**src/rtl/noc_pkg.sv**
```systemverilog
// Shared NOC definitions: diagonal bus packet layout, receiver FSM states and array constants.
package noc_pkg;

    localparam int DIAG_NUM       = 12;
    localparam int DATA_W_DEFAULT = 64;
    localparam int DIAG_W_DEFAULT = 4;

    // One beat of the broadcast diagonal ifmap bus.
    typedef struct packed {
        logic                      valid;
        logic [DIAG_W_DEFAULT-1:0] dest;
        logic                      last;
        logic [DATA_W_DEFAULT-1:0] data;
    } diagonal_bus_packet_t;

    // Receiver state, visible to checkers through diag_bus_receiver.state.
    typedef enum logic [1:0] {
        RX_IDLE = 2'd0,
        RX_RECV = 2'd1,
        RX_DONE = 2'd2
    } rx_state_t;

endpackage

```
**src/rtl/sync_fifo_fwft.sv**
```systemverilog
// Synchronous first-word-fall-through FIFO. The head entry is presented on
// rdata while not empty; rdata reads as zero when empty. clr empties the FIFO
// and overrides any push/pop in the same cycle. Push while full and pop while
// empty are ignored, and fullness is judged before any same-cycle pop.
module sync_fifo_fwft #(
    parameter  int WIDTH = 65,
    parameter  int DEPTH = 8,
    localparam int PTR_W = $clog2(DEPTH),
    localparam int CNT_W = PTR_W + 1
) (
    input  logic             clk,
    input  logic             rst,
    input  logic             clr,
    input  logic             push,
    input  logic             pop,
    input  logic [WIDTH-1:0] wdata,
    output logic [WIDTH-1:0] rdata,
    output logic             full,
    output logic             empty,
    output logic [CNT_W-1:0] count
);

    logic [WIDTH-1:0] mem [DEPTH];
    logic [PTR_W-1:0] wr_ptr;
    logic [PTR_W-1:0] rd_ptr;
    logic             do_push;
    logic             do_pop;

    assign full    = (count == CNT_W'(DEPTH));
    assign empty   = (count == '0);
    assign do_push = push && !full && !clr;
    assign do_pop  = pop && !empty && !clr;
    assign rdata   = empty ? '0 : mem[rd_ptr];

    // Storage write; contents are not reset because occupancy gates visibility.
    always_ff @(posedge clk) begin
        if (do_push) begin
            mem[wr_ptr] <= wdata;
        end
    end

    // Pointers wrap naturally; occupancy tracks push/pop difference.
    always_ff @(posedge clk or posedge rst) begin
        if (rst) begin
            wr_ptr <= '0;
            rd_ptr <= '0;
            count  <= '0;
        end else if (clr) begin
            wr_ptr <= '0;
            rd_ptr <= '0;
            count  <= '0;
        end else begin
            if (do_push) wr_ptr <= wr_ptr + 1'b1;
            if (do_pop)  rd_ptr <= rd_ptr + 1'b1;
            case ({do_push, do_pop})
                2'b10:   count <= count + 1'b1;
                2'b01:   count <= count - 1'b1;
                default: count <= count;
            endcase
        end
    end

endmodule

```
**src/rtl/diag_bus_receiver.sv**
```systemverilog
// PE-side receiver of the NOC diagonal ifmap bus. Captures packets addressed
// to MY_DIAG into a FWFT FIFO, reports almost-full back to the NOC and counts
// completed rows as the PE drains them.
//
// Handshake: the read side is valid/ready. rd_valid means rd_data/rd_last hold
// the head entry and stay stable until popped; the entry is consumed on a
// rising clock edge where rd_valid && rd_ready. rd_ready while empty does
// nothing. The bus side has no ready: the NOC must honour pe_full, and a
// matching packet arriving with the FIFO full is dropped and flagged.
module diag_bus_receiver
    import noc_pkg::*;
#(
    parameter int DATA_W    = DATA_W_DEFAULT,
    parameter int DEPTH     = 8,
    parameter int DIAG_W    = DIAG_W_DEFAULT,
    parameter int MY_DIAG   = 0,
    parameter int AF_MARGIN = 2
) (
    input  logic              clk,
    input  logic              rst,
    input  logic              start,
    input  logic [4:0]        rows_expected,
    input  logic              pkt_valid,
    input  logic [DIAG_W-1:0] pkt_dest,
    input  logic              pkt_last,
    input  logic [DATA_W-1:0] pkt_data,
    output logic              rd_valid,
    output logic [DATA_W-1:0] rd_data,
    output logic              rd_last,
    input  logic              rd_ready,
    output logic              pe_full,
    output logic              row_done,
    output logic [4:0]        complete_count,
    output logic              calc_complete,
    output logic              overflow
);

    localparam int CNT_W = $clog2(DEPTH) + 1;

    rx_state_t        state;
    rx_state_t        state_next;
    logic [4:0]       rows_exp_q;
    logic             match;
    logic             push;
    logic             pop;
    logic             fifo_full;
    logic             fifo_empty;
    logic [CNT_W-1:0] fifo_count;
    logic [DATA_W:0]  fifo_rdata;
    logic [CNT_W-1:0] occ_next;

    assign match    = pkt_valid && (pkt_dest == DIAG_W'(MY_DIAG)) && (state != RX_IDLE);
    // A push or pop coinciding with start is discarded along with the old contents.
    assign push     = match && !fifo_full && !start;
    assign pop      = !fifo_empty && rd_ready && !start;

    assign rd_valid      = !fifo_empty;
    assign rd_data       = fifo_rdata[DATA_W-1:0];
    assign rd_last       = fifo_rdata[DATA_W];
    assign calc_complete = (state == RX_DONE);

    sync_fifo_fwft #(
        .WIDTH (DATA_W + 1),
        .DEPTH (DEPTH)
    ) u_fifo (
        .clk   (clk),
        .rst   (rst),
        .clr   (start),
        .push  (push),
        .pop   (pop),
        .wdata ({pkt_last, pkt_data}),
        .rdata (fifo_rdata),
        .full  (fifo_full),
        .empty (fifo_empty),
        .count (fifo_count)
    );

    // Occupancy after this cycle's push/pop, used for the registered almost-full.
    always_comb begin
        occ_next = fifo_count;
        if (push && !pop) occ_next = fifo_count + 1'b1;
        if (pop && !push) occ_next = fifo_count - 1'b1;
    end

    // FSM state register.
    always_ff @(posedge clk or posedge rst) begin
        if (rst) state <= RX_IDLE;
        else     state <= state_next;
    end

    // FSM next state: start always (re)enters RECV; RECV ends once all rows are popped.
    always_comb begin
        state_next = state;
        if (start) begin
            state_next = RX_RECV;
        end else begin
            case (state)
                RX_IDLE: state_next = RX_IDLE;
                RX_RECV: if (complete_count == rows_exp_q) state_next = RX_DONE;
                RX_DONE: state_next = RX_DONE;
                default: state_next = RX_IDLE;
            endcase
        end
    end

    // Flow control, row accounting and overflow flag; start clears them all.
    always_ff @(posedge clk or posedge rst) begin
        if (rst) begin
            rows_exp_q     <= '0;
            pe_full        <= 1'b0;
            row_done       <= 1'b0;
            complete_count <= '0;
            overflow       <= 1'b0;
        end else if (start) begin
            rows_exp_q     <= rows_expected;
            pe_full        <= 1'b0;
            row_done       <= 1'b0;
            complete_count <= '0;
            overflow       <= 1'b0;
        end else begin
            pe_full  <= (occ_next >= CNT_W'(DEPTH - AF_MARGIN));
            row_done <= pop && rd_last;
            if (pop && rd_last && (complete_count != 5'd31)) begin
                complete_count <= complete_count + 5'd1;
            end
            if (match && fifo_full) begin
                overflow <= 1'b1;
            end
        end
    end

endmodule

```
**config.mk**
```make
export PLATFORM = sky130hd
export DESIGN_NAME = diag_bus_receiver
export DESIGN_NICKNAME = d
export VERILOG_FILES = /design/src/rtl/noc_pkg.sv /design/src/rtl/sync_fifo_fwft.sv /design/src/rtl/diag_bus_receiver.sv
export SDC_FILE = /design/constraint.sdc
export NUM_CORES = 1
export LEC_CHECK = 0
export CAP_MARGIN = 10
export CORE_UTILIZATION = 50
export CTS_BUF_LIST = sky130_fd_sc_hd__clkbuf_16
export DETAILED_ROUTE_END_ITERATION = 12
export GPL_TIMING_DRIVEN = 0
export MAX_ROUTING_LAYER = met4
export PLACE_DENSITY = 0.79
export SLEW_MARGIN = 40
export SYNTH_ARGS = -nofsm -noshare
export SYNTH_HDL_FRONTEND = slang
export SYNTH_SLANG_ARGS = --single-unit
```
**constraint.sdc**
```tcl
create_clock -name clk -period 12.1 [get_ports clk]
set_input_delay 1.21 -clock clk [delete_from_list [all_inputs] [get_ports clk]]
set_output_delay 1.21 -clock clk [all_outputs]
set_load 0.02 [all_outputs]
```
### Routing congestion

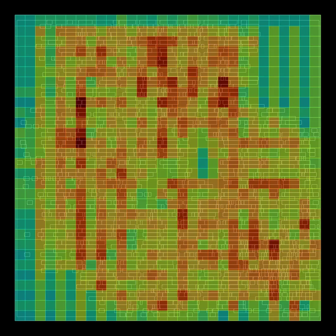
GR Layer Usage met2: 35.4%
Tot GR Track Use: 22.0%
routing usage on met1: 28.5%
final core occ: 62.5%
routed len/inst: 23.8 um

### Selected gate families

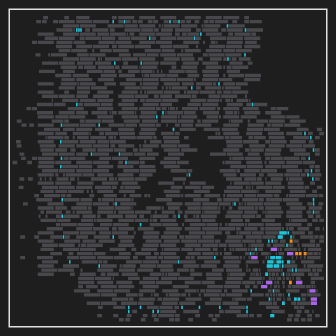
- fa/ha/maj cells: purple (cells 9; most used ha_1; where south-east)
- and/or cells: orange (cells 5; most used or3_1; where south-east)
- nor cells: cyan (cells 94; most used nor2_1; where all over the die)
final std cells w/o fill: 1875
highest-count logic cell in the final layout: edfxtp_1
Comb area share: 18.1%

### Close-up of the layout

The bar under the picture is 10 um long. Window x 39 to 64, y 39 to 64 um. Cells in gray, sequential cells in the stronger gray; small squares are vias.
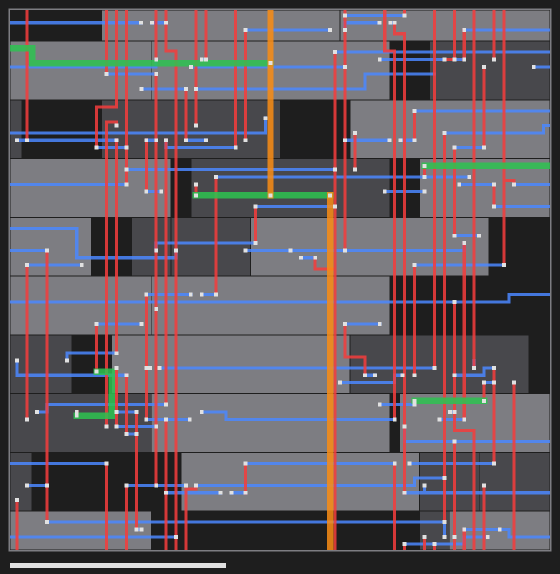
- M4: orange
- M3: green
- M2: red
- M1: blue
- netlist names of flops here include: u_fifo.mem (15)
- most frequent: edfxtp_1 (15), mux4_2 (4)
- cells with their middle in the window: 27
- sequential cells in the window: 15

### Register map, names as in the netlist

The bar under the picture is 50 um long. Other sequential cells in the stronger gray, the rest of the logic in the fainter gray.
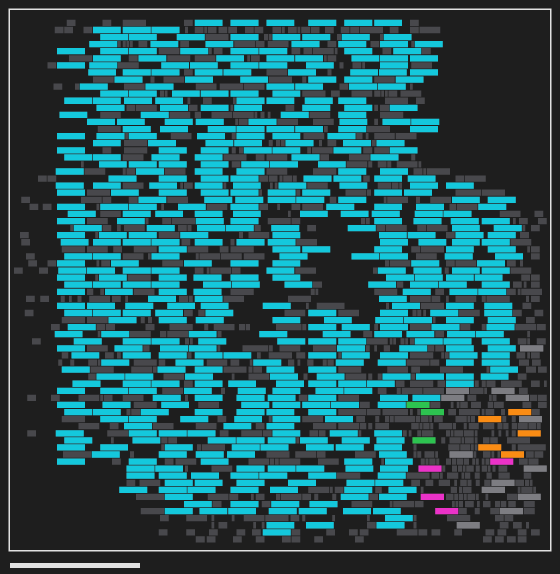
- u_fifo.mem: cyan (placed flops 520)
- u_fifo.rd_ptr: green (placed flops 3)
- u_fifo.count: magenta (placed flops 4; where south-east)
- complete_count: orange (placed flops 5; where south-east)
- not colored: 13

### Port wiring

The bar under the picture is 50 um long.
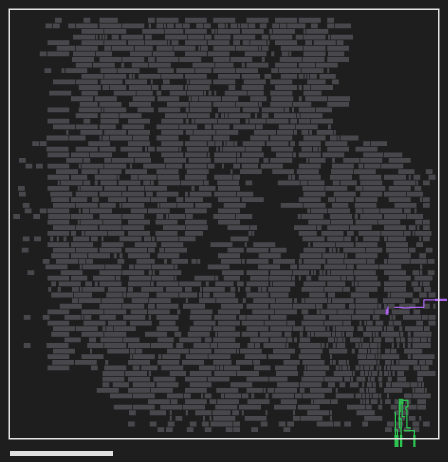
- rd_last: purple (bits 1; direction output; edge east; end cells 1; buffers 1; wire 28.9 um)
- pkt_dest: green (bits 4; direction input; edge south; end cells 1; buffers 4; wire 81.6 um)
# IOs: 154
Port-buffer cells: 152

==> results.sh <==
# source this file to load flow results
export IMPL_yosys_warnings=0
export IMPL_critPathSlowestCell="clkdlybuf4s50_1"
export IMPL_dr_wl_met3_um=2820
export IMPL_tapCellCount=532
export IMPL_syn_inst=989
export IMPL_met3_usage_pct=4.04
export IMPL_signal_buffers=305
export IMPL_synth_edff_count=520
export IMPL_comb_power_uw=1490
export IMPL_cp_arrival_ns=3.95
export IMPL_top_usage_layer="met2"
export IMPL_core_rowCount=74
export IMPL_startpoint="u_fifo.count[1]"
export IMPL_route_met2_wl_um=22700
export IMPL_ys_types=40
export IMPL_inv_count=10
export IMPL_final_antenna_net_count=0
export IMPL_power_density_mw_per_mm2=200
export IMPL_synth_area_per_cell_um2=21.4
export IMPL_die_area_mm2=0.0431
export IMPL_crit_end="rd_data[36]"
export IMPL_cts_root_buf="clkbuf_16"
export IMPL_synth_top_area_share_pct=73.9
export IMPL_ys_sh_mux_pct=17.5
export IMPL_design_area_mm2=0.0258
export IMPL_tool_warnings=29
export IMPL_grt_max_degree=26
export IMPL_pg_clk_uw=1580
export IMPL_placed_cells=1772
export IMPL_synthXorXnorAreaFrac_pct=0.539
export IMPL_insertion_delay_ns=0.59
export IMPL_die_w_um=208
export IMPL_path_class="register to primary output"
export IMPL_timing_hold_ws_ns=0.519
export IMPL_dpl_cell_area_mm2=0.0241
export IMPL_num_clock_buffers=54
export IMPL_worst_path_stages=7
export IMPL_critPathBufInv=4
export IMPL_wirelength_um=44700
export IMPL_critPathMaxFanout=10
export IMPL_crit_family="buffers and inverters"
export IMPL_end_kind="primary output"
export IMPL_core_mm2=0.0413
export IMPL_ys_sh_aoi_pct=0.693
export IMPL_r2r_start="u_fifo.count[1]"
export IMPL_ys_flops=545
export IMPL_status="complete, no violations"
export IMPL_num_vias=10700
export IMPL_cts_setup_buffers=0
export IMPL_synth_simple_area_share_pct=2.59
export IMPL_power_switching_uw=1490
export IMPL_power_group_top="registers"
export IMPL_hold_violations=0
export IMPL_nFillCells=2795
export IMPL_final_comb_area_mm2=0.00467
export IMPL_crit_chain="inv_1, ha_1, nor3b_1, clkbuf_2, buf_1, nor2_1, clkdlybuf4s50_1"
export IMPL_drt_met1_wl_um=18200
export IMPL_power_uw=5170
export IMPL_tritoncts="built"
export IMPL_fp_nets=1077
export IMPL_drtIter0Drc=1058
export IMPL_startpoint_type="register"
export IMPL_gp_congestion=0.781
export IMPL_mostFrequentLayoutCells="edfxtp_1 (520), clkdlybuf4s50_1 (152), mux4_2 (129)"
export IMPL_reg2reg_slack_ns=8.13
export IMPL_synth_adder_area_share_pct=0.533
export IMPL_route_detailed_drc=0
export IMPL_routed_top_layer="met4"
export IMPL_synthTopCellsByCount="edfxtp_1 (520), mux4_2 (129), nor2_1 (82)"
export IMPL_maxSlewHeadroom_pct=45.4
export IMPL_rr_worst_depth=14
export IMPL_grt_pass1_wl_um=67900
